Fig. 1: run 1, met4 routing
Scale: 4 px per um. Supply wires on this layer in grey.
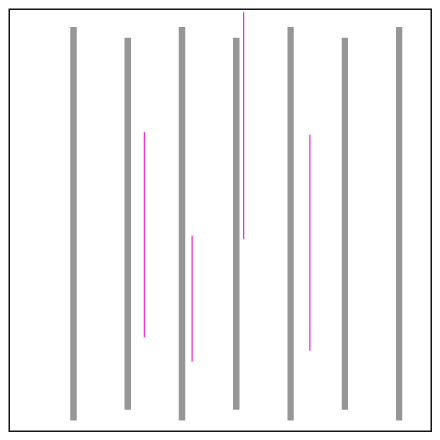
Fig. 2: run 1, routing congestion map
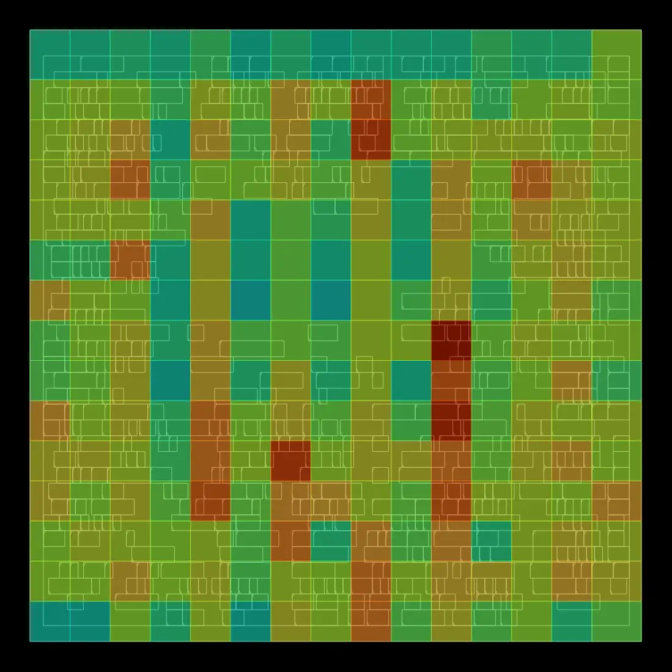
Fig. 3: run 1, where the registers sit
Scale: 4 px per um. Other sequential cells in the stronger grey, the rest of the logic in the fainter grey.
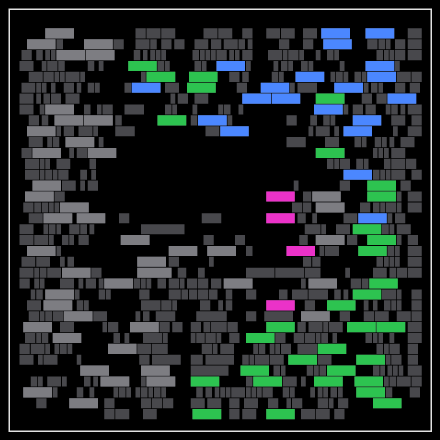
### src/rtl/sram_ctrl.sv
// MEM-stage responder driving a 32-bit asynchronous SRAM with timed CE/OE/WE strobes.
// Optional out-of-range rejection is enabled by defining SRAM_RANGE_CHECK_EN.
`timescale 1ns/1ps
module sram_ctrl #(
  parameter int ADDR_W    = 20,
  parameter int READ_WAIT = 2,
  parameter int WE_PULSE  = 2
) (
  input  logic              clk,
  input  logic              rst,
  input  logic [31:0]       mem_addr_i,
  input  logic [31:0]       mem_data_i,
  input  logic              mem_ce_n_i,
  input  logic              mem_oe_n_i,
  input  logic              mem_we_n_i,
  input  logic [3:0]        mem_be_n_i,
  output logic [31:0]       mem_data_o,
  output logic              stall_o,
  output logic              err_o,
  output logic [ADDR_W-1:0] sram_addr_o,
  input  logic [31:0]       sram_data_i,
  output logic [31:0]       sram_data_o,
  output logic              sram_data_oe_o,
  output logic              sram_ce_n_o,
  output logic              sram_oe_n_o,
  output logic              sram_we_n_o,
  output logic [3:0]        sram_be_n_o
);

  localparam logic [2:0] IDLE     = 3'd0;
  localparam logic [2:0] RD       = 3'd1;
  localparam logic [2:0] WR_SETUP = 3'd2;
  localparam logic [2:0] WR_PULSE = 3'd3;
  localparam logic [2:0] WR_HOLD  = 3'd4;
  localparam logic [2:0] DONE     = 3'd5;

  localparam int CNT_MAX = (READ_WAIT > WE_PULSE) ? READ_WAIT : WE_PULSE;
  localparam int CNT_W   = (CNT_MAX < 2) ? 1 : $clog2(CNT_MAX);

  logic [2:0]        state_reg, state_next;
  logic [CNT_W-1:0]  cnt_reg, cnt_next;
  logic [ADDR_W-1:0] addr_reg, addr_next;
  logic [31:0]       wdata_reg, wdata_next;
  logic [31:0]       rdata_reg, rdata_next;
  logic [3:0]        be_reg, be_next;
  logic              err_reg, err_next;
  logic              range_hit;
  logic              active_next, drive_next;
  logic              ce_n_reg, oe_n_reg, we_n_reg, doe_reg;
  logic [3:0]        be_n_reg;

`ifdef SRAM_RANGE_CHECK_EN
  logic unused_bits;
  assign range_hit   = |mem_addr_i[31:ADDR_W+2];
  assign unused_bits = ^mem_addr_i[1:0];
  assign err_o       = err_reg;
`else
  logic unused_bits;
  assign range_hit   = 1'b0;
  assign unused_bits = ^{mem_addr_i[31:ADDR_W+2], mem_addr_i[1:0], err_reg};
  assign err_o       = 1'b0;
`endif

  assign stall_o = !rst && !mem_ce_n_i && (state_reg != DONE);

  always_comb begin
    state_next = state_reg;
    cnt_next   = cnt_reg;
    addr_next  = addr_reg;
    wdata_next = wdata_reg;
    rdata_next = rdata_reg;
    be_next    = be_reg;
    err_next   = 1'b0;
    case (state_reg)
      IDLE: begin
        if (!mem_ce_n_i) begin
          if (range_hit) begin
            // Rejected requests never touch the SRAM pins; only a read clears the data.
            state_next = DONE;
            err_next   = 1'b1;
            if (mem_we_n_i && !mem_oe_n_i) rdata_next = 32'd0;
          end else begin
            addr_next  = mem_addr_i[ADDR_W+1:2];
            wdata_next = mem_data_i;
            be_next    = mem_be_n_i;
            if (!mem_we_n_i) begin
              state_next = WR_SETUP;
              cnt_next   = CNT_W'(WE_PULSE - 1);
            end else if (!mem_oe_n_i) begin
              state_next = RD;
              cnt_next   = CNT_W'(READ_WAIT - 1);
            end else begin
              state_next = DONE;
            end
          end
        end
      end
      RD: begin
        if (cnt_reg == '0) begin
          rdata_next = sram_data_i;
          state_next = DONE;
        end else begin
          cnt_next = cnt_reg - 1'b1;
        end
      end
      WR_SETUP: state_next = WR_PULSE;
      WR_PULSE: begin
        if (cnt_reg == '0) state_next = WR_HOLD;
        else               cnt_next   = cnt_reg - 1'b1;
      end
      WR_HOLD: state_next = DONE;
      DONE:    state_next = IDLE;
      default: state_next = IDLE;
    endcase
  end

  assign drive_next  = (state_next == WR_SETUP) || (state_next == WR_PULSE) ||
                       (state_next == WR_HOLD);
  assign active_next = drive_next || (state_next == RD);

  // Strobes are registered from the next state so the SRAM pins never glitch.
  always_ff @(posedge clk) begin
    if (rst) begin
      state_reg <= IDLE;
      cnt_reg   <= '0;
      addr_reg  <= '0;
      wdata_reg <= '0;
      rdata_reg <= '0;
      be_reg    <= 4'hF;
      err_reg   <= 1'b0;
      ce_n_reg  <= 1'b1;
      oe_n_reg  <= 1'b1;
      we_n_reg  <= 1'b1;
      doe_reg   <= 1'b0;
      be_n_reg  <= 4'hF;
    end else begin
      state_reg <= state_next;
      cnt_reg   <= cnt_next;
      addr_reg  <= addr_next;
      wdata_reg <= wdata_next;
      rdata_reg <= rdata_next;
      be_reg    <= be_next;
      err_reg   <= err_next;
      ce_n_reg  <= !active_next;
      oe_n_reg  <= (state_next != RD);
      we_n_reg  <= (state_next != WR_PULSE);
      doe_reg   <= drive_next;
      be_n_reg  <= active_next ? be_next : 4'hF;
    end
  end

  assign mem_data_o     = rdata_reg;
  assign sram_addr_o    = addr_reg;
  assign sram_data_o    = wdata_reg;
  assign sram_data_oe_o = doe_reg;
  assign sram_ce_n_o    = ce_n_reg;
  assign sram_oe_n_o    = oe_n_reg;
  assign sram_we_n_o    = we_n_reg;
  assign sram_be_n_o    = be_n_reg;

endmodule

### config.mk
export PLATFORM = sky130hd
export DESIGN_NAME = sram_ctrl
export DESIGN_NICKNAME = d
export VERILOG_FILES = /design/src/rtl/sram_ctrl.sv
export SDC_FILE = /design/constraint.sdc
export NUM_CORES = 1
export LEC_CHECK = 0
export ABC_CLOCK_PERIOD_IN_PS = 2100
export CORE_MARGIN = 2
export CORE_UTILIZATION = 35
export DETAILED_ROUTE_END_ITERATION = 6
export GPL_ROUTABILITY_DRIVEN = 0
export PLACE_DENSITY = 0.74
export SLEW_MARGIN = 25
export SYNTH_ARGS = -nofsm -noshare
export SYNTH_HDL_FRONTEND = slang
export SYNTH_SLANG_ARGS = --single-unit
### constraint.sdc
create_clock -name clk -period 2.1 [get_ports clk]
set_clock_uncertainty 0.2 [all_clocks]
set_input_delay 0.525 -clock clk [delete_from_list [all_inputs] [get_ports clk]]
set_output_delay 0.525 -clock clk [all_outputs]
set_load 0.05 [all_outputs]
==> qor.txt, run 1 <==
Setup crit end: stall_o
Synth Seq Share: 55.9%
Clock tree sinks: 100
Worst EP required: 1.37 ns
Final ANT Viol Nets: 0
GRT Residual Overflow: 0
Tmin final: 2.05 ns
Outcome: finished clean
GR Util met3: 5.86%
XOR Share, Synth: 0%
Simple-Gate Area Share: 24.8%
Synth Area in Adders: 0%
WL met2: 4370 um
Cell Area, Synth: 3580 sq um
Worst Path Class, Setup: reg -> out
Clock Buffer Count: 11
FILL cells: 882
Crit path launch: state_reg[0]$_SDFF_PP0_
Setup slack after layout: 0.0517 ns
Pleak: 2.29 nW
Slowest stage cell, crit path: dfxtp_4
Met3 WL: 888 um
CP max stage delay: 0.35 ns
Area leader share: 55.9%
Int Pwr: 3.42 mW
Comb group: 2.07 mW
CTS buffer count: 9
Post-route cell area: 5580 sq um
Peak supply drop: 0.434 mV
Placed inst area: 5380 sq um
Number of stages on the worst setup path: 3
# rows: 36
Layout cells sized above 1: 22.3%
YS warnings: 0
I/O Pins: 199
TritonCTS clock tree: yes
Switching Fraction: 37.9%
Top logic family: simple AND/OR/NAND/NOR gates
Tot Pwr: 5.50 mW
HPWL after DPL: 6860 um
Final Hold Fails: 0
Max-slew violations: 0
Power Density: 987 nW/um^2
Met1 wire length: 3990 um
Worst hold path startpoint: sram_data_o[27]$_SDFFE_PP0P_
Cells after DPL: 739
Yosys chip area: 3580 sq um
Final TNS setup: 0 ns
# Taps: 133
Clock Pin Slew Worst Setup and Hold Paths: 0.09 ns
Synth unique cells: 29
Hold Path End: sram_data_o[27]$_SDFFE_PP0P_
Via density per instance: 4.60
Max-Cap Viols: 0
M1 GR Usage: 20.2%
Seq cells post-synth: 100
#MultiIn Comb: 302
Top fanout value on the critical path: 3
Area grow syn2layout: 55.8%
Postcts setup bufs: 1
Switching power total: 2.09 mW
Clk pwr share: 21.4%
Die X: 105 um
Core area: 9860 sq um
Met2 usage: 27.3%
OpenROAD warnings: 38
R2R setup slack: 0.18 ns
Final net count: 723
Layout non-clock buf frac: 32.6%
Leading area contributor after synthesis: dfxtp_1
Pre-antenna DRT Iters: 4
Crit-path cells: buf_4 -> a311oi_4 -> buf_12
Die area: 11000 sq um
Die height: 105 um
P_clk: 1.18 mW
Synth top cells by count: 175 x nand2_1, 100 x dfxtp_1, 85 x a21oi_1
Largest cell class by area: registers
Post-synth area hogs: dfxtp_1 56%, nand2_1 18%, a21oi_1 12%
Setup crit end kind: primary output
Synth Area per Inst: 8.23 sq um
Reg2reg end: sram_addr_o[15]$_SDFFE_PP0P_
CTS resizes: 3
CP delay by family, top: flip-flops
Min-delay worst type: reg -> reg
RR Startpoint: state_reg[2]$_SDFF_PP0_
Comb power frac: 37.6%
Bufs w/o clock: 204
Sequential power share: 41.0%
Async SR Flop Fraction: 0%
Hold buffers post-CTS: 0
Flip-flops with a built-in enable: 0
H-tree Lvls: 3
DR WL/cell: 12.5 um
Hold path cells: 2
Top Layout Cells: 175 x nand2_1, 107 x buf_4, 99 x dfxtp_1
Main power group: registers
First DRT Iteration DRCs: 197
Top-count cell post-synth: nand2_1
Non-filler instance count after layout: 756
Mux frac, synth: 0%
Non-clock inverter count in the final layout: 1
Ant diodes: 0
CTS Root Cell: clkbuf_8
CTS max path bufs: 2
Ys cells: 435
Initial antenna violation count: 0
Comb/total area: 25.1%
Post-Synth AOI/OAI Area: 13.5%
Crit path arrival time: 1.32 ns
Gate Count Post-Synth: 435
Most numerous logic cell after layout: nand2_1
Clock-cell share: 3.30%
Max layer used: met4
F_max: 488 MHz
Hold_ws: 0.258 ns
Drt drc: 0
-- Fig. 1 (at the start) --
main direction	vertical
longest straight run	56.4 um
nets with wire on the layer	3
wire length on this layer	192 um
final WL: 9440 um
via count: 3474

-- Fig. 2 (at the start) --
GR peak layer: met2
fin util: 56.5%
GR Util All Layers: 16.9%

-- Fig. 3 (at the start) --
name in the netlist	colour	sequential cells
`be_reg`	magenta	4
`sram_data_o`	green	32
`sram_addr_o`	blue	20
not coloured	44
Reg area: 2010 sq um
Seq group: 2.26 mW
flop share of the area: 36.0%

Fig. 4: run 1, signal wires on met1
Scale: 6 px per um. Supply wires on this layer in grey. Cells faint in the background.
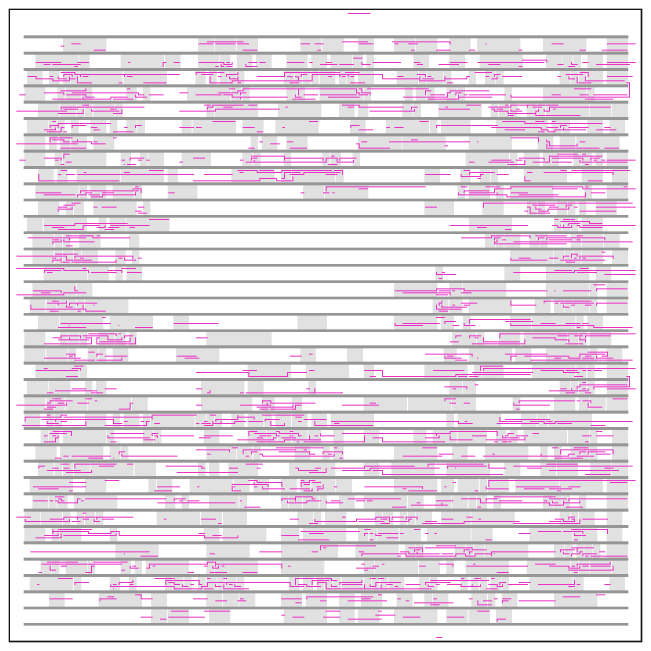

==> run 2, diff against run 1 <==
Settings changed: CORE_UTILIZATION 35 to 34, PLACE_DENSITY 0.74 to 0.72.
Fig. 5: run 2, signal wires on met1
Scale: 6 px per um. Supply wires on this layer in grey. Cells faint in the background.
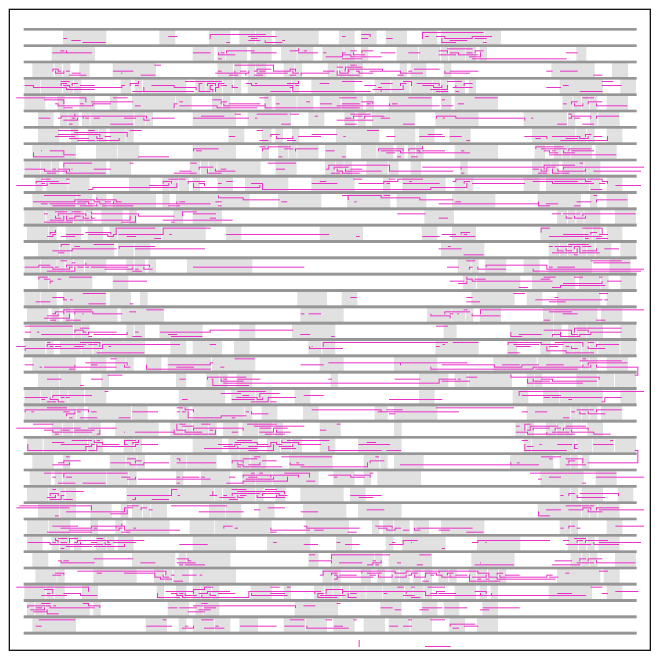
main direction	horizontal
wire length on this layer	3980 um
share of all routed wire	42%
nets with wire on the layer	597
final WL: 9460 um
M1 GR Usage: 19.0%

Fig. 6: run 2, wiring by layer
Scale: 4 px per um. Two of the layers only.
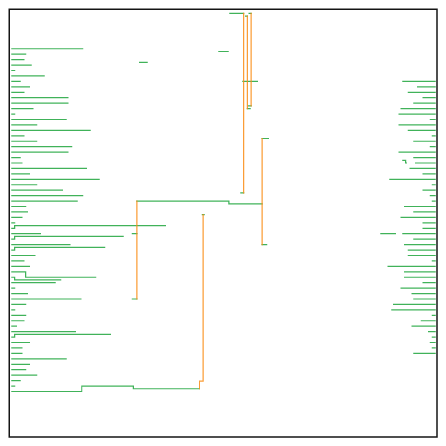
layer	colour	wire length
met4	orange	187 um
met3	green	930 um
DR WL/cell: 12.4 um
GR Util All Layers: 16.4%
via count: 3468

==> run 2 against run 1 <==
Worst hold slack improved by 0.00057 ns. Clock power barely moved. Non-clock buffer count rose by 3. First-iteration DRC count rose by 11%. Synthesized area did not move. Largest power group unchanged. Highest routed layer unchanged.
==> qor.txt, run 2 <==
CTS Root Cell: clkbuf_8
Met1 wire length: 3980 um
Peak supply drop: 0.404 mV
Mux frac, synth: 0%
Async SR Flop Fraction: 0%
Setup crit end: stall_o
Min-delay worst type: reg -> reg
Ys cells: 435
# rows: 37
Die X: 107 um
RR Startpoint: state_reg[2]$_SDFF_PP0_
Worst EP required: 1.37 ns
P_clk: 1.20 mW
# Taps: 136
Setup crit end kind: primary output
Non-clock inverter count in the final layout: 1
Flip-flops with a built-in enable: 0
#MultiIn Comb: 302
Number of stages on the worst setup path: 3
Ant diodes: 0
YS warnings: 0
XOR Share, Synth: 0%
Tot Pwr: 5.60 mW
Met3 WL: 929 um
Slowest stage cell, crit path: dfxtp_2
Int Pwr: 3.51 mW
Final ANT Viol Nets: 0
Cells after DPL: 745
Pre-antenna DRT Iters: 4
Largest cell class by area: registers
Top-count cell post-synth: nand2_1
Die area: 11400 sq um
Seq group: 2.26 mW
Tmin final: 2.04 ns
Switching power total: 2.09 mW
WL met2: 4370 um
Final TNS setup: 0 ns
F_max: 491 MHz
Post-synth net total: 540
Simple-Gate Area Share: 24.8%
Core area: 10300 sq um
Synth Area per Inst: 8.23 sq um
Via density per instance: 4.56
Post-Synth AOI/OAI Area: 13.5%
CP delay by family, top: buffers and inverters
Postcts setup bufs: 0
Sequential power share: 40.4%
Reg2reg end: sram_addr_o[2]$_SDFFE_PP0P_
Synth Seq Share: 55.9%
Hold buffers post-CTS: 0
Reg area: 2010 sq um
CTS buffer count: 9
Area grow syn2layout: 58.2%
Top fanout value on the critical path: 8
CTS resizes: 1
Gate Count Post-Synth: 435
Hold Path End: mem_data_o[3]$_SDFFE_PP0P_
Die height: 107 um
Max-Cap Viols: 0
Top logic family: simple AND/OR/NAND/NOR gates
Met2 usage: 27.8%
Initial antenna violation count: 0
FILL cells: 972
Bufs w/o clock: 207
Hold path cells: 2
I/O Pins: 199
Post-route cell area: 5660 sq um
Worst hold path startpoint: mem_data_o[3]$_SDFFE_PP0P_
GR Util met3: 5.84%
Pleak: 2.32 nW
Drt drc: 0
OpenROAD warnings: 38
Max layer used: met4
Synth unique cells: 29
Comb/total area: 24.7%
Synth Area in Adders: 0%
Comb power frac: 38.2%
Clock-cell share: 3.38%
GR peak layer: met2
Post-synth area hogs: dfxtp_1 56%, nand2_1 18%, a21oi_1 12%
Crit-path cells: buf_4 -> a311oi_4 -> buf_12
Crit path arrival time: 1.31 ns
Layout cells sized above 1: 22.9%
Top Layout Cells: 175 x nand2_1, 106 x buf_4, 98 x dfxtp_1
Comb group: 2.14 mW
Worst Path Class, Setup: reg -> out
Most numerous logic cell after layout: nand2_1
Clock tree sinks: 100
Clock Buffer Count: 11
Final Hold Fails: 0
Fin util: 55.1%
Outcome: finished clean
Layout non-clock buf frac: 33.4%
Yosys chip area: 3580 sq um
Crit path launch: state_reg[0]$_SDFF_PP0_
H-tree Lvls: 3
Non-filler instance count after layout: 761
GRT Residual Overflow: 0
R2R setup slack: 0.22 ns
Synth top cells by count: 175 x nand2_1, 100 x dfxtp_1, 85 x a21oi_1
HPWL after DPL: 6750 um
TritonCTS clock tree: yes
Clk pwr share: 21.4%
CP max stage delay: 0.34 ns
Max-slew violations: 0
Setup slack after layout: 0.0618 ns
Leading area contributor after synthesis: dfxtp_1
Area leader share: 55.9%
Final net count: 726
Clock Pin Slew Worst Setup and Hold Paths: 0.09 ns
Power Density: 989 nW/um^2
Power figures rest on the tool's default switching activity, not on a simulated workload.
